### src/rtl/split_sched_pkg.sv
// Shared types and constants for the split scheduler: destination decode,
// credit counter type and the output-stage state encoding.
package split_sched_pkg;

  localparam int PKT_W           = 11;
  localparam int DEST_W          = 2;
  localparam int NUM_PORTS       = 4;
  localparam int CRED_W_DEF      = 3;
  localparam int CREDIT_INIT_DEF = 4;

  typedef logic [DEST_W-1:0]     dest_t;
  typedef logic [CRED_W_DEF-1:0] credit_t;

  typedef enum logic {
    ST_EMPTY = 1'b0,
    ST_FULL  = 1'b1
  } out_state_e;

  // Destination port lives in the two most significant packet bits.
  function automatic dest_t get_dest(input logic [PKT_W-1:0] pkt);
    return pkt[PKT_W-1 -: DEST_W];
  endfunction

endpackage

### src/rtl/split_sched_if.sv
// Requester, split and credit-return signals of the scheduler bundled together.
// master = scheduler side, slave = requesters / split / downstream buffers.
interface split_sched_if
  import split_sched_pkg::*;
#(
  parameter int DATA_W  = PKT_W,
  parameter int NUM_REQ = NUM_PORTS
);

  logic [NUM_REQ-1:0]        req_valid;
  logic [NUM_REQ*DATA_W-1:0] req_data;
  logic [NUM_REQ-1:0]        req_ready;
  logic                      sp_valid;
  logic                      sp_ready;
  logic [DEST_W-1:0]         sp_ctrl;
  logic [DATA_W-1:0]         sp_data;
  logic [NUM_PORTS-1:0]      credit_return;
  logic [1:0]                grant_id;
  logic                      credit_ovf;

  modport master (
    input  req_valid, req_data, sp_ready, credit_return,
    output req_ready, sp_valid, sp_ctrl, sp_data, grant_id, credit_ovf
  );

  modport slave (
    output req_valid, req_data, sp_ready, credit_return,
    input  req_ready, sp_valid, sp_ctrl, sp_data, grant_id, credit_ovf
  );

endinterface

### src/rtl/rr_arb4.sv
// Combinational 4-way round-robin select: first eligible requester at or
// after ptr, wrapping 3 -> 0.
module rr_arb4 (
  input  logic [3:0] elig,
  input  logic [1:0] ptr,
  output logic [3:0] gnt,
  output logic [1:0] idx
);

  logic       found;
  logic [1:0] cand;

  // NOTE: combinational blocks use blocking '=' and assign every output a
  // default first, so no path leaves a value held and no latch is inferred.
  always_comb begin
    gnt   = '0;
    idx   = '0;
    found = 1'b0;
    cand  = '0;
    for (int i = 0; i < 4; i++) begin
      cand = ptr + 2'(i);
      if (!found && elig[cand]) begin
        found     = 1'b1;
        gnt[cand] = 1'b1;
        idx       = cand;
      end
    end
  end

endmodule

### src/rtl/split_sched.sv
// Router input-stage scheduler: round-robin grant of four requesters onto one
// 4-way split, with per-output-port credit tracking and a one-entry output stage.
module split_sched
  import split_sched_pkg::*;
#(
  parameter int DATA_W      = PKT_W,
  parameter int NUM_REQ     = NUM_PORTS,
  parameter int CREDIT_INIT = CREDIT_INIT_DEF,
  parameter int CRED_W      = CRED_W_DEF
) (
  input logic          clk,
  input logic          reset,
  split_sched_if.master bus
);

  if (CREDIT_INIT >= 2**CRED_W) begin : g_bad_credit_w
    $error("CREDIT_INIT must fit in CRED_W bits");
  end
  if (DATA_W != PKT_W || NUM_REQ != NUM_PORTS) begin : g_bad_shape
    $error("split_sched supports only the package packet width and 4 requesters");
  end

  localparam logic [CRED_W-1:0] CRED_FULL = CRED_W'(CREDIT_INIT);

  out_state_e         state_q, state_d;
  logic [1:0]         rr_ptr_q, rr_ptr_d;
  dest_t              sp_ctrl_q, sp_ctrl_d;
  logic [DATA_W-1:0]  sp_data_q, sp_data_d;
  logic [1:0]         grant_id_q, grant_id_d;
  logic               ovf_q, ovf_d;
  logic [CRED_W-1:0]  credit_q [NUM_PORTS];
  logic [CRED_W-1:0]  credit_d [NUM_PORTS];

  logic               can_load;
  logic [NUM_REQ-1:0] elig;
  logic [NUM_REQ-1:0] gnt;
  logic [1:0]         win_idx;
  logic               any_grant;
  dest_t              win_dest;
  dest_t              req_dest [NUM_REQ];
  logic [DATA_W-1:0]  req_pkt  [NUM_REQ];
  logic [NUM_PORTS-1:0] cred_dec;

  // In FULL sp_valid is high, so a ready split frees the stage this cycle.
  assign can_load = (state_q == ST_EMPTY) || bus.sp_ready;

  always_comb begin
    for (int k = 0; k < NUM_REQ; k++) begin
      req_pkt[k]  = bus.req_data[k*DATA_W +: DATA_W];
      req_dest[k] = get_dest(req_pkt[k]);
      elig[k]     = bus.req_valid[k] && can_load && (credit_q[req_dest[k]] != '0);
    end
  end

  rr_arb4 u_arb (
    .elig (elig),
    .ptr  (rr_ptr_q),
    .gnt  (gnt),
    .idx  (win_idx)
  );

  assign any_grant = |gnt;
  assign win_dest  = req_dest[win_idx];

  // Grant is combinational, so it must be gated while reset is held.
  assign bus.req_ready  = reset ? '0 : gnt;
  assign bus.sp_valid   = (state_q == ST_FULL);
  assign bus.sp_ctrl    = sp_ctrl_q;
  assign bus.sp_data    = sp_data_q;
  assign bus.grant_id   = grant_id_q;
  assign bus.credit_ovf = ovf_q;

  always_comb begin
    state_d    = state_q;
    rr_ptr_d   = rr_ptr_q;
    sp_ctrl_d  = sp_ctrl_q;
    sp_data_d  = sp_data_q;
    grant_id_d = grant_id_q;
    if (any_grant) begin
      state_d    = ST_FULL;
      rr_ptr_d   = win_idx + 2'd1;
      sp_ctrl_d  = win_dest;
      sp_data_d  = req_pkt[win_idx];
      grant_id_d = win_idx;
    end else if (state_q == ST_FULL && bus.sp_ready) begin
      state_d = ST_EMPTY;
    end
  end

  // A return coinciding with a decrement on the same port cancels out; a lone
  // return to a full counter is dropped and flagged.
  always_comb begin
    ovf_d = ovf_q;
    for (int p = 0; p < NUM_PORTS; p++) begin
      cred_dec[p] = any_grant && (win_dest == dest_t'(p));
      credit_d[p] = credit_q[p];
      if (cred_dec[p] && !bus.credit_return[p]) begin
        credit_d[p] = credit_q[p] - 1'b1;
      end else if (bus.credit_return[p] && !cred_dec[p]) begin
        if (credit_q[p] == CRED_FULL) ovf_d = 1'b1;
        else                          credit_d[p] = credit_q[p] + 1'b1;
      end
    end
  end

  // NOTE: the credit array is architectural state, not a data buffer, so it is
  // reset with everything else; all flops update with non-blocking '<='.
  always_ff @(posedge clk or posedge reset) begin
    if (reset) begin
      state_q    <= ST_EMPTY;
      rr_ptr_q   <= '0;
      sp_ctrl_q  <= '0;
      sp_data_q  <= '0;
      grant_id_q <= '0;
      ovf_q      <= 1'b0;
      for (int p = 0; p < NUM_PORTS; p++) credit_q[p] <= CRED_FULL;
    end else begin
      state_q    <= state_d;
      rr_ptr_q   <= rr_ptr_d;
      sp_ctrl_q  <= sp_ctrl_d;
      sp_data_q  <= sp_data_d;
      grant_id_q <= grant_id_d;
      ovf_q      <= ovf_d;
      for (int p = 0; p < NUM_PORTS; p++) credit_q[p] <= credit_d[p];
    end
  end

endmodule
### src/flat_wrapper.sv
// flat-port wrapper written by rule: the top's interface ports become plain ports
module split_sched_flat import split_sched_pkg::*;
#(
  parameter int DATA_W      = PKT_W,
  parameter int NUM_REQ     = NUM_PORTS,
  parameter int CREDIT_INIT = CREDIT_INIT_DEF,
  parameter int CRED_W      = CRED_W_DEF
)
  (clk, reset, bus_req_valid, bus_req_data, bus_sp_ready, bus_credit_return, bus_req_ready, bus_sp_valid, bus_sp_ctrl, bus_sp_data, bus_grant_id, bus_credit_ovf);
  split_sched_if #(.DATA_W(DATA_W), .NUM_REQ(NUM_REQ)) bus_i ();
  input logic clk;
  input logic reset;
  input wire logic [$bits(bus_i.req_valid)-1:0] bus_req_valid;
  input wire logic [$bits(bus_i.req_data)-1:0] bus_req_data;
  input wire logic [$bits(bus_i.sp_ready)-1:0] bus_sp_ready;
  input wire logic [$bits(bus_i.credit_return)-1:0] bus_credit_return;
  output wire logic [$bits(bus_i.req_ready)-1:0] bus_req_ready;
  output wire logic [$bits(bus_i.sp_valid)-1:0] bus_sp_valid;
  output wire logic [$bits(bus_i.sp_ctrl)-1:0] bus_sp_ctrl;
  output wire logic [$bits(bus_i.sp_data)-1:0] bus_sp_data;
  output wire logic [$bits(bus_i.grant_id)-1:0] bus_grant_id;
  output wire logic [$bits(bus_i.credit_ovf)-1:0] bus_credit_ovf;
  assign bus_i.req_valid = bus_req_valid;
  assign bus_i.req_data = bus_req_data;
  assign bus_i.sp_ready = bus_sp_ready;
  assign bus_i.credit_return = bus_credit_return;
  assign bus_req_ready = bus_i.req_ready;
  assign bus_sp_valid = bus_i.sp_valid;
  assign bus_sp_ctrl = bus_i.sp_ctrl;
  assign bus_sp_data = bus_i.sp_data;
  assign bus_grant_id = bus_i.grant_id;
  assign bus_credit_ovf = bus_i.credit_ovf;
  split_sched #(.DATA_W(DATA_W), .NUM_REQ(NUM_REQ), .CREDIT_INIT(CREDIT_INIT), .CRED_W(CRED_W)) u_core (.clk(clk), .reset(reset), .bus(bus_i));
endmodule
### config.mk
export PLATFORM = sky130hd
export DESIGN_NAME = split_sched_flat
export DESIGN_NICKNAME = d
export VERILOG_FILES = /design/src/rtl/split_sched_pkg.sv /design/src/rtl/split_sched_if.sv /design/src/rtl/rr_arb4.sv /design/src/rtl/split_sched.sv /design/src/flat_wrapper.sv
export SDC_FILE = /design/constraint.sdc
export NUM_CORES = 1
export LEC_CHECK = 0
export CORE_MARGIN = 2
export CORE_UTILIZATION = 53
export DETAILED_ROUTE_END_ITERATION = 16
export PLACE_DENSITY = 0.86
export SLEW_MARGIN = 20
export SYNTH_ARGS = -nofsm -noshare
export SYNTH_HDL_FRONTEND = slang
export SYNTH_SLANG_ARGS = --single-unit
### constraint.sdc
create_clock -name clk -period 10.7 [get_ports clk]
set_input_delay 3.21 -clock clk [delete_from_list [all_inputs] [get_ports clk]]
set_output_delay 3.21 -clock clk [all_outputs]
set_load 0.1 [all_outputs]
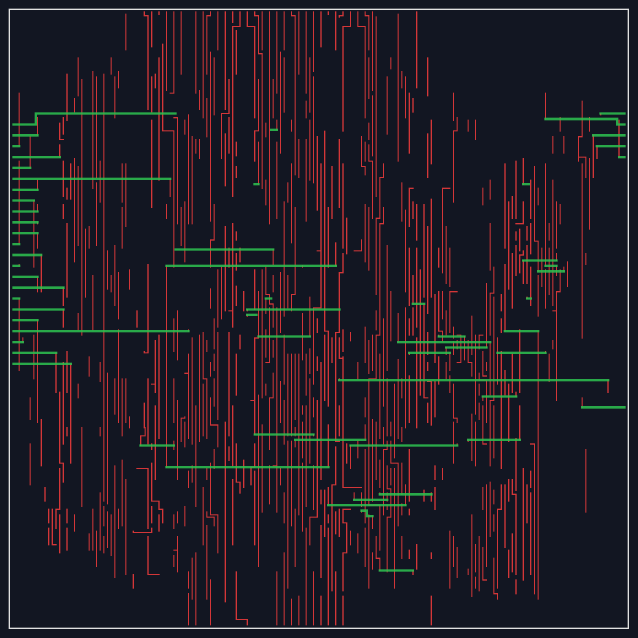
Figure 1: run 1, routed metal, one colour a layer.
Scale: 8 px per um. Only two layers are drawn.
colour	layer	wire length
red	M2	3700 um
green	M3	378 um

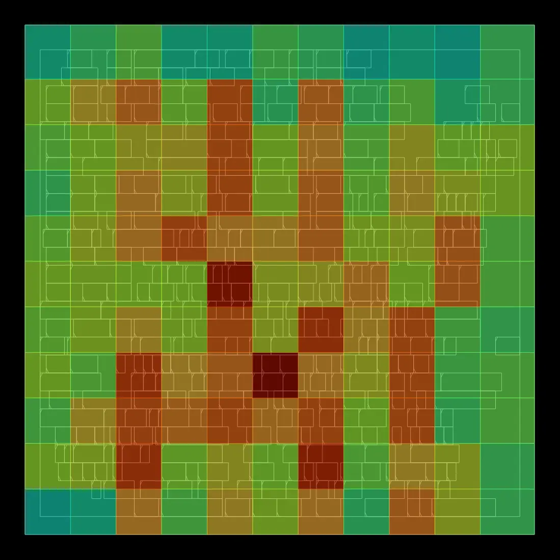
Figure 2: run 1, congestion heat map.
drt wl/cell: 16.04 um
final core utilization: 72.59%
M2 GR Usage: 44.00%
GR Util met1: 30.63%
GRT Total Usage: 24.76%

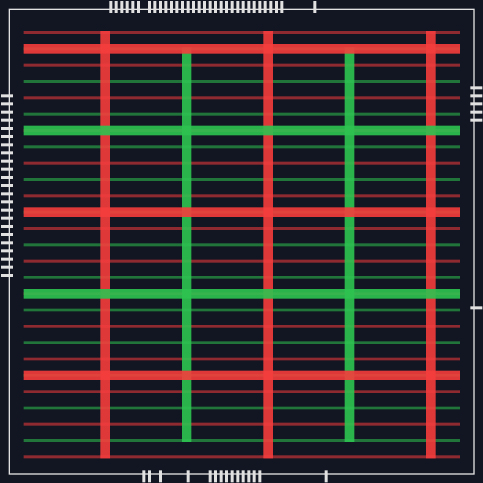
Figure 3: run 1, floorplan with the power grid.
Scale: 6 px per um. Pins as bars on the die edge.
colour	net
red	VSS
green	VDD
met5 straps	5
signal pins	76
met4 straps	5
rows	26
met1 rails	27

==> results.json, run 1 <==
{
  "status": "finished, final reports clean",
  "flop_cell": "dfrtp_1",
  "ys_sh_adder_pct": 9.868,
  "cp_data_required_time_ps": 7490,
  "gp_congestion": 0.8666,
  "ys_cells": 303,
  "synthCells": 303,
  "finalCritPeriodShare_pct": 89.08,
  "worst_pin_slew_ps": 999.2,
  "max_freq_mhz": 104.9,
  "clock_sinks": 29,
  "cpMaxStageDelayCell": "clkdlybuf4s50_1",
  "cts-buffers-inserted": 5,
  "synth.avg_cell_area_um2": 9.374,
  "grt_max_degree": 30,
  "antenna_found_initial": 0,
  "synthTopCellsByCount": "36 x mux2i_1, 27 x inv_1, 25 x dfrtp_1",
  "viasPerCell": 5.888,
  "rsz0062_at_grt": "no",
  "mostFrequentLayoutCell": "clkdlybuf4s50_1",
  "chip_area_mm2": 0.005961,
  "cts_setup_buffers": 0,
  "final-clk-cell-share_pct": 3.119,
  "initCoreUtil_pct": 55.26,
  "report.final.slew_viol_count": 0,
  "grt_overflow": 0,
  "grtUsageMet3_pct": 4.824
}
Figure 4. Local utilization (run 1).
Scale: 4 px per um. The die is cut into 8 by 8 equal tiles; white is low, dark blue is high, 0 to 100% covered.
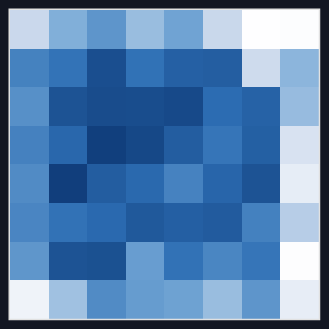

==> run 2: changes to the inputs <==
- GPL_TIMING_DRIVEN: unset -> 0
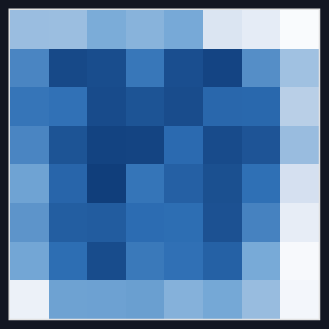
Figure 5: run 2, local utilization.
Scale: 4 px per um. The die is cut into 8 by 8 equal tiles; white is low, dark blue is high, 0 to 100% covered.
fullest tile	95%
mean over tiles	62%
tiles over 75% full	42%
densest ninth of the die	middle

==> run 2 against run 1 <==
Net effect: global-route usage grew 1.2 points; critical path depth is the same; die size is the same; first-iteration DRC count shrank 1.3%; sequential share of layout area shrank 0.28 points; utilization grew 1.1 points; final cell count grew 2.0%; worst hold slack gained 5.7 ps.
==> results.json, run 2 <==
{
  "ys_cells": 303,
  "clock_sinks": 29,
  "flop_cell": "dfrtp_1",
  "worst_pin_slew_ps": 999.8,
  "synthTopCellsByCount": "36 x mux2i_1, 27 x inv_1, 25 x dfrtp_1",
  "antenna_found_initial": 0,
  "gp_congestion": 0.8900,
  "status": "finished, final reports clean",
  "grt_max_degree": 30,
  "place_area_mm2": 0.003679,
  "wl_per_cell_um": 16.56,
  "final-clk-cell-share_pct": 2.842,
  "ys_sh_aoi_pct": 16.39,
  "r2r_start": "u_core.credit_q[5]",
  "cts_setup_buffers": 0,
  "hold_buffers": 0,
  "cp_data_required_time_ps": 7490,
  "chip_area_mm2": 0.005961,
  "finalCritPeriodShare_pct": 97.42,
  "synthCells": 303,
  "grt_overflow": 0,
  "report.final.slew_viol_count": 0,
  "final_util_pct": 73.66,
  "fin_hold_ws_ps": 516.0,
  "grtUsageMet3_pct": 5.647,
  "ys_sh_adder_pct": 9.868,
  "synth.avg_cell_area_um2": 9.374,
  "cts-buffers-inserted": 5,
  "max_freq_mhz": 95.93,
  "cpMaxStageDelayCell": "clkdlybuf4s50_1",
  "grt_util_all_layers_pct": 25.99
}
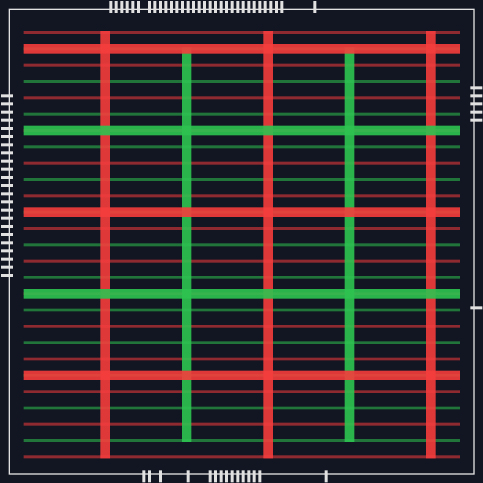
Figure 6: run 2, floorplan with the power grid.
Scale: 6 px per um. Pins as bars on the die edge.
colour	net
red	VSS
green	VDD
signal pins	76
rows	26

